### Track usage over the die

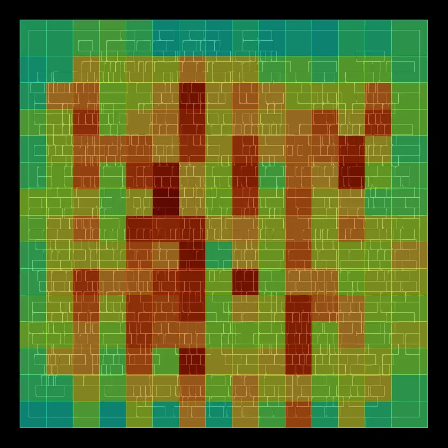
### Clock wires, drivers and flops

(6 px per µm)
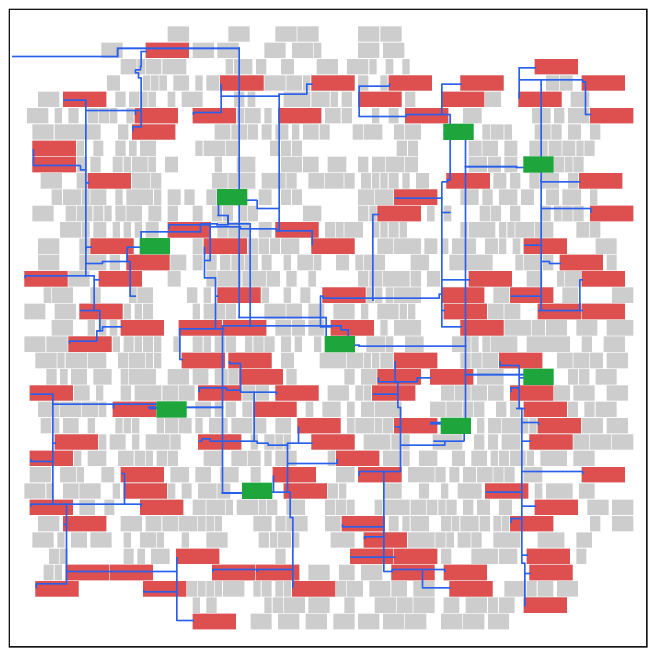
<file path="src/rtl/tone_player.sv">
// ---------------------------------------------------------------------------
// tone_player
//   Audio back end placed directly after sinewaver. Each accepted play
//   request restarts the sine phase (wave_rst), produces trigger pulses at
//   the latched pitch for `duration` cycles, then keeps triggering until the
//   waveform makes a rising midpoint crossing (or a trigger budget runs out)
//   so the note ends without a click. The returned waveform is scaled by a
//   2-bit volume and turned into a 1-bit speaker stream by a first-order
//   sigma-delta modulator.
//
// Ports
//   clk       in   system clock, rising edge
//   rst       in   synchronous active-high reset
//   play      in   start request, honoured only while busy=0
//   pitch     in   [15:0] trigger period minus 1, latched on acceptance
//   duration  in   [DUR_W-1:0] note length in cycles, latched on acceptance
//   volume    in   [1:0] 0=mute 1=quarter 2=half 3=full (live)
//   wave_in   in   [15:0] offset-binary sample from sinewaver
//   wave_rst  out  one-cycle phase restart pulse to sinewaver
//   trigger   out  one-cycle step pulses to sinewaver
//   busy      out  high while playing or draining
//   done      out  one-cycle pulse on return to idle
//   audio     out  sigma-delta speaker bit
// ---------------------------------------------------------------------------
module tone_player #(
  parameter int DUR_W     = 24,
  parameter int DRAIN_MAX = 2047
) (
  input  logic             clk,
  input  logic             rst,
  input  logic             play,
  input  logic [15:0]      pitch,
  input  logic [DUR_W-1:0] duration,
  input  logic [1:0]       volume,
  input  logic [15:0]      wave_in,
  output logic             wave_rst,
  output logic             trigger,
  output logic             busy,
  output logic             done,
  output logic             audio
);

  localparam logic [1:0] ST_IDLE  = 2'd0;
  localparam logic [1:0] ST_PLAY  = 2'd1;
  localparam logic [1:0] ST_DRAIN = 2'd2;

  localparam int DRN_W = $clog2(DRAIN_MAX + 1);
  localparam logic [DRN_W:0] DRAIN_LIM = DRAIN_MAX[DRN_W:0];

  logic [1:0]       state_q,    state_d;
  logic [15:0]      pitch_q,    pitch_d;
  logic [15:0]      div_q,      div_d;
  logic [DUR_W-1:0] dur_q,      dur_d;
  logic [DRN_W-1:0] drain_q,    drain_d;
  logic             prev_msb_q, prev_msb_d;
  logic             wave_rst_q, wave_rst_d;
  logic             trigger_q,  trigger_d;
  logic             done_q,     done_d;
  logic [15:0]      u_q,        u_d;
  logic [16:0]      acc_q,      acc_d;

  logic             busy_now;
  logic             fire;
  logic             crossing;
  logic [DRN_W:0]   drain_sum;
  logic signed [15:0] s_val;
  logic signed [15:0] scaled;

  assign busy_now = (state_q != ST_IDLE);

  // Control: FSM, trigger divider, duration and drain counters.
  always_comb begin
    state_d    = state_q;
    pitch_d    = pitch_q;
    div_d      = div_q;
    dur_d      = dur_q;
    drain_d    = drain_q;
    prev_msb_d = wave_in[15];
    wave_rst_d = 1'b0;
    trigger_d  = 1'b0;
    done_d     = 1'b0;
    fire       = 1'b0;

    // The divider free-runs only while a note is active.
    if (busy_now) begin
      if (div_q == 16'd0) begin
        fire  = 1'b1;
        div_d = pitch_q;
      end else begin
        div_d = div_q - 16'd1;
      end
    end

    // Triggers already visible on the output during DRAIN count toward the
    // forced-stop budget, including the one shown this cycle.
    drain_sum = {1'b0, drain_q} + {{DRN_W{1'b0}}, trigger_q};
    crossing  = !prev_msb_q && wave_in[15];

    case (state_q)
      ST_IDLE: begin
        if (play) begin
          state_d    = ST_PLAY;
          pitch_d    = pitch;
          div_d      = pitch;
          dur_d      = duration;
          drain_d    = '0;
          wave_rst_d = 1'b1;
          // Masks any stale low sample so a crossing cannot be seen early.
          prev_msb_d = 1'b1;
        end
      end
      ST_PLAY: begin
        trigger_d = fire;
        if (dur_q == '0) begin
          state_d = ST_DRAIN;
          drain_d = '0;
        end else begin
          dur_d = dur_q - DUR_W'(1);
        end
      end
      ST_DRAIN: begin
        drain_d = drain_sum[DRN_W-1:0];
        if (crossing || (drain_sum == DRAIN_LIM)) begin
          state_d = ST_IDLE;
          done_d  = 1'b1;
          // No trigger may appear once the block is back in idle.
          trigger_d = 1'b0;
        end else begin
          trigger_d = fire;
        end
      end
      default: begin
        state_d = ST_IDLE;
      end
    endcase
  end

  // Sample path: remove offset, arithmetic-shift for volume, restore offset.
  always_comb begin
    s_val = wave_in ^ 16'h8000;
    case (volume)
      2'd3:    scaled = s_val;
      2'd2:    scaled = s_val >>> 1;
      2'd1:    scaled = s_val >>> 2;
      default: scaled = 16'sd0;
    endcase
    u_d = busy_now ? (16'(scaled) ^ 16'h8000) : 16'h8000;
  end

  // The carry out of the 16-bit accumulator is the speaker bit.
  assign acc_d = {1'b0, acc_q[15:0]} + {1'b0, u_q};

  always_ff @(posedge clk) begin
    if (rst) begin
      state_q    <= ST_IDLE;
      pitch_q    <= '0;
      div_q      <= '0;
      dur_q      <= '0;
      drain_q    <= '0;
      prev_msb_q <= 1'b1;
      wave_rst_q <= 1'b0;
      trigger_q  <= 1'b0;
      done_q     <= 1'b0;
      // Idle midpoint so the modulator settles into a 50% pattern at once.
      u_q        <= 16'h8000;
      acc_q      <= '0;
    end else begin
      state_q    <= state_d;
      pitch_q    <= pitch_d;
      div_q      <= div_d;
      dur_q      <= dur_d;
      drain_q    <= drain_d;
      prev_msb_q <= prev_msb_d;
      wave_rst_q <= wave_rst_d;
      trigger_q  <= trigger_d;
      done_q     <= done_d;
      u_q        <= u_d;
      acc_q      <= acc_d;
    end
  end

  assign wave_rst = wave_rst_q;
  assign trigger  = trigger_q;
  assign done     = done_q;
  assign busy     = busy_now;
  assign audio    = acc_q[16];

endmodule

</file>
<file path="config.mk">
export PLATFORM = sky130hd
export DESIGN_NAME = tone_player
export DESIGN_NICKNAME = d
export VERILOG_FILES = /design/src/rtl/tone_player.sv
export SDC_FILE = /design/constraint.sdc
export NUM_CORES = 1
export LEC_CHECK = 0
export CAP_MARGIN = 10
export CORE_MARGIN = 2
export CORE_UTILIZATION = 57
export CTS_CLUSTER_DIAMETER = 50
export DETAILED_ROUTE_END_ITERATION = 8
export PLACE_DENSITY = 0.81
export SYNTH_ARGS = -nofsm -noshare
export SYNTH_HDL_FRONTEND = slang
export SYNTH_SLANG_ARGS = --single-unit
</file>
<file path="constraint.sdc">
create_clock -name clk -period 3.45 [get_ports clk]
set_clock_uncertainty 0.2 [all_clocks]
set_input_delay 0.345 -clock clk [delete_from_list [all_inputs] [get_ports clk]]
set_output_delay 0.345 -clock clk [all_outputs]
set_load 0.02 [all_outputs]
</file>
==> results.txt <==
flow finished, numbers: status finished, final reports clean, yosys simple share 0.2177, Multiplexer share 0.05654, grt met1 use 0.3351, Final HPWL DP 10230 µm, IO buf count 65, Die X-Extent 106.0 µm, WHS Endpoint div_q[9]$_SDFF_PP0_, count leader, synth dfxtp_1, Critical Path AT 3.34 ns, asr flop ratio synth 0, MI comb area 3563 µm², routed length on met1 6772 µm, Setup CP Type register to register, register share after synthesis 0.3578, comb pwr 0.00252 W, CTS Buf Count 9, Required @ worst endpoint 3.54 ns, syn nets 828, crit-path max FO 9, IO Count 66, Non-clock inverters 20, DRC viols 0, Log Warnings 31, Die Y 106.0 µm, hold slack 0.2383 ns, core area 10230 µm², worst path bufs/invs 1, Final period util 0.9405, biggest area cells dfxtp_1, a21oi_1, nand2_1, DRT antenna net count 0, H-tree levels 3, final hold violation count 0, R2R depth 8, Post-CTS Setup Inserts 0, first-pass GRT wire length 24760 µm, GRT busiest layer met2, crit start category register, syn avg cell area 8.004 µm², Adder Share, Synth 0.05612, dominant cell type by area after synthesis dfxtp_1, Leading cell kind logic gates, sequential cell area 2122 µm², worst hold path depth 4, Root Driver clkbuf_8, Worst path max stage delay 0.59 ns, total global-route track usage 0.2656, GPL Wtd Cong 0.9044, total negative slack 0 ns, Starting Density 0.5797, Placed Instances 912, GRT overflow 0, P_sw 0.002208 W, YS chip area 5931 µm², WL final 14800 µm, Vias 5672, Worst slew margin 0.3105, Cells after Synth 741, WL met3 702 µm, EDFF count, synth 0, Final Instance Count excl. Fillers 928, Post-synth top cells dfxtp_1, nand2_1, a21oi_1, nor2_1, a211oi_1, Registers, synthesis 106, hold_buf cts 0, Dominant comb cell AND-OR/OR-AND gates, Plain + repair buffers 80, chip area 11240 µm², post-place setup slack 0.2441 ns, most frequent cells in the layout dfxtp_1, nand2_1, a21oi_1, clkdlybuf4s50_1, nor2_1, Non-clock buffer share 0.1106, max cap viols 0, CP Depth 8, yosys stat cell total 741, count of clock buffers in the final design 13, final sequential cell count 106, worst min-delay path class primary input to register, initial antenna violation count 0, most flop-heavy register dur_q, NumNets Final 874
About 'Track usage over the die':
Util after Layout: 0.6698
grt met3 use: 0.04598
GR Util met2: 0.4521

About 'Clock wires, drivers and flops':
- flip-flops: red (count 106)
- clock wires: blue (length 1240 µm)
- cells driving clock nets: green (count 9)
- routed clock nets: 10
Clock Power: 0.000693 W
clock share of power: 0.139
clock latency on the worst-skew pair: 0.38 ns

Power is estimated from default activity; no workload was simulated.
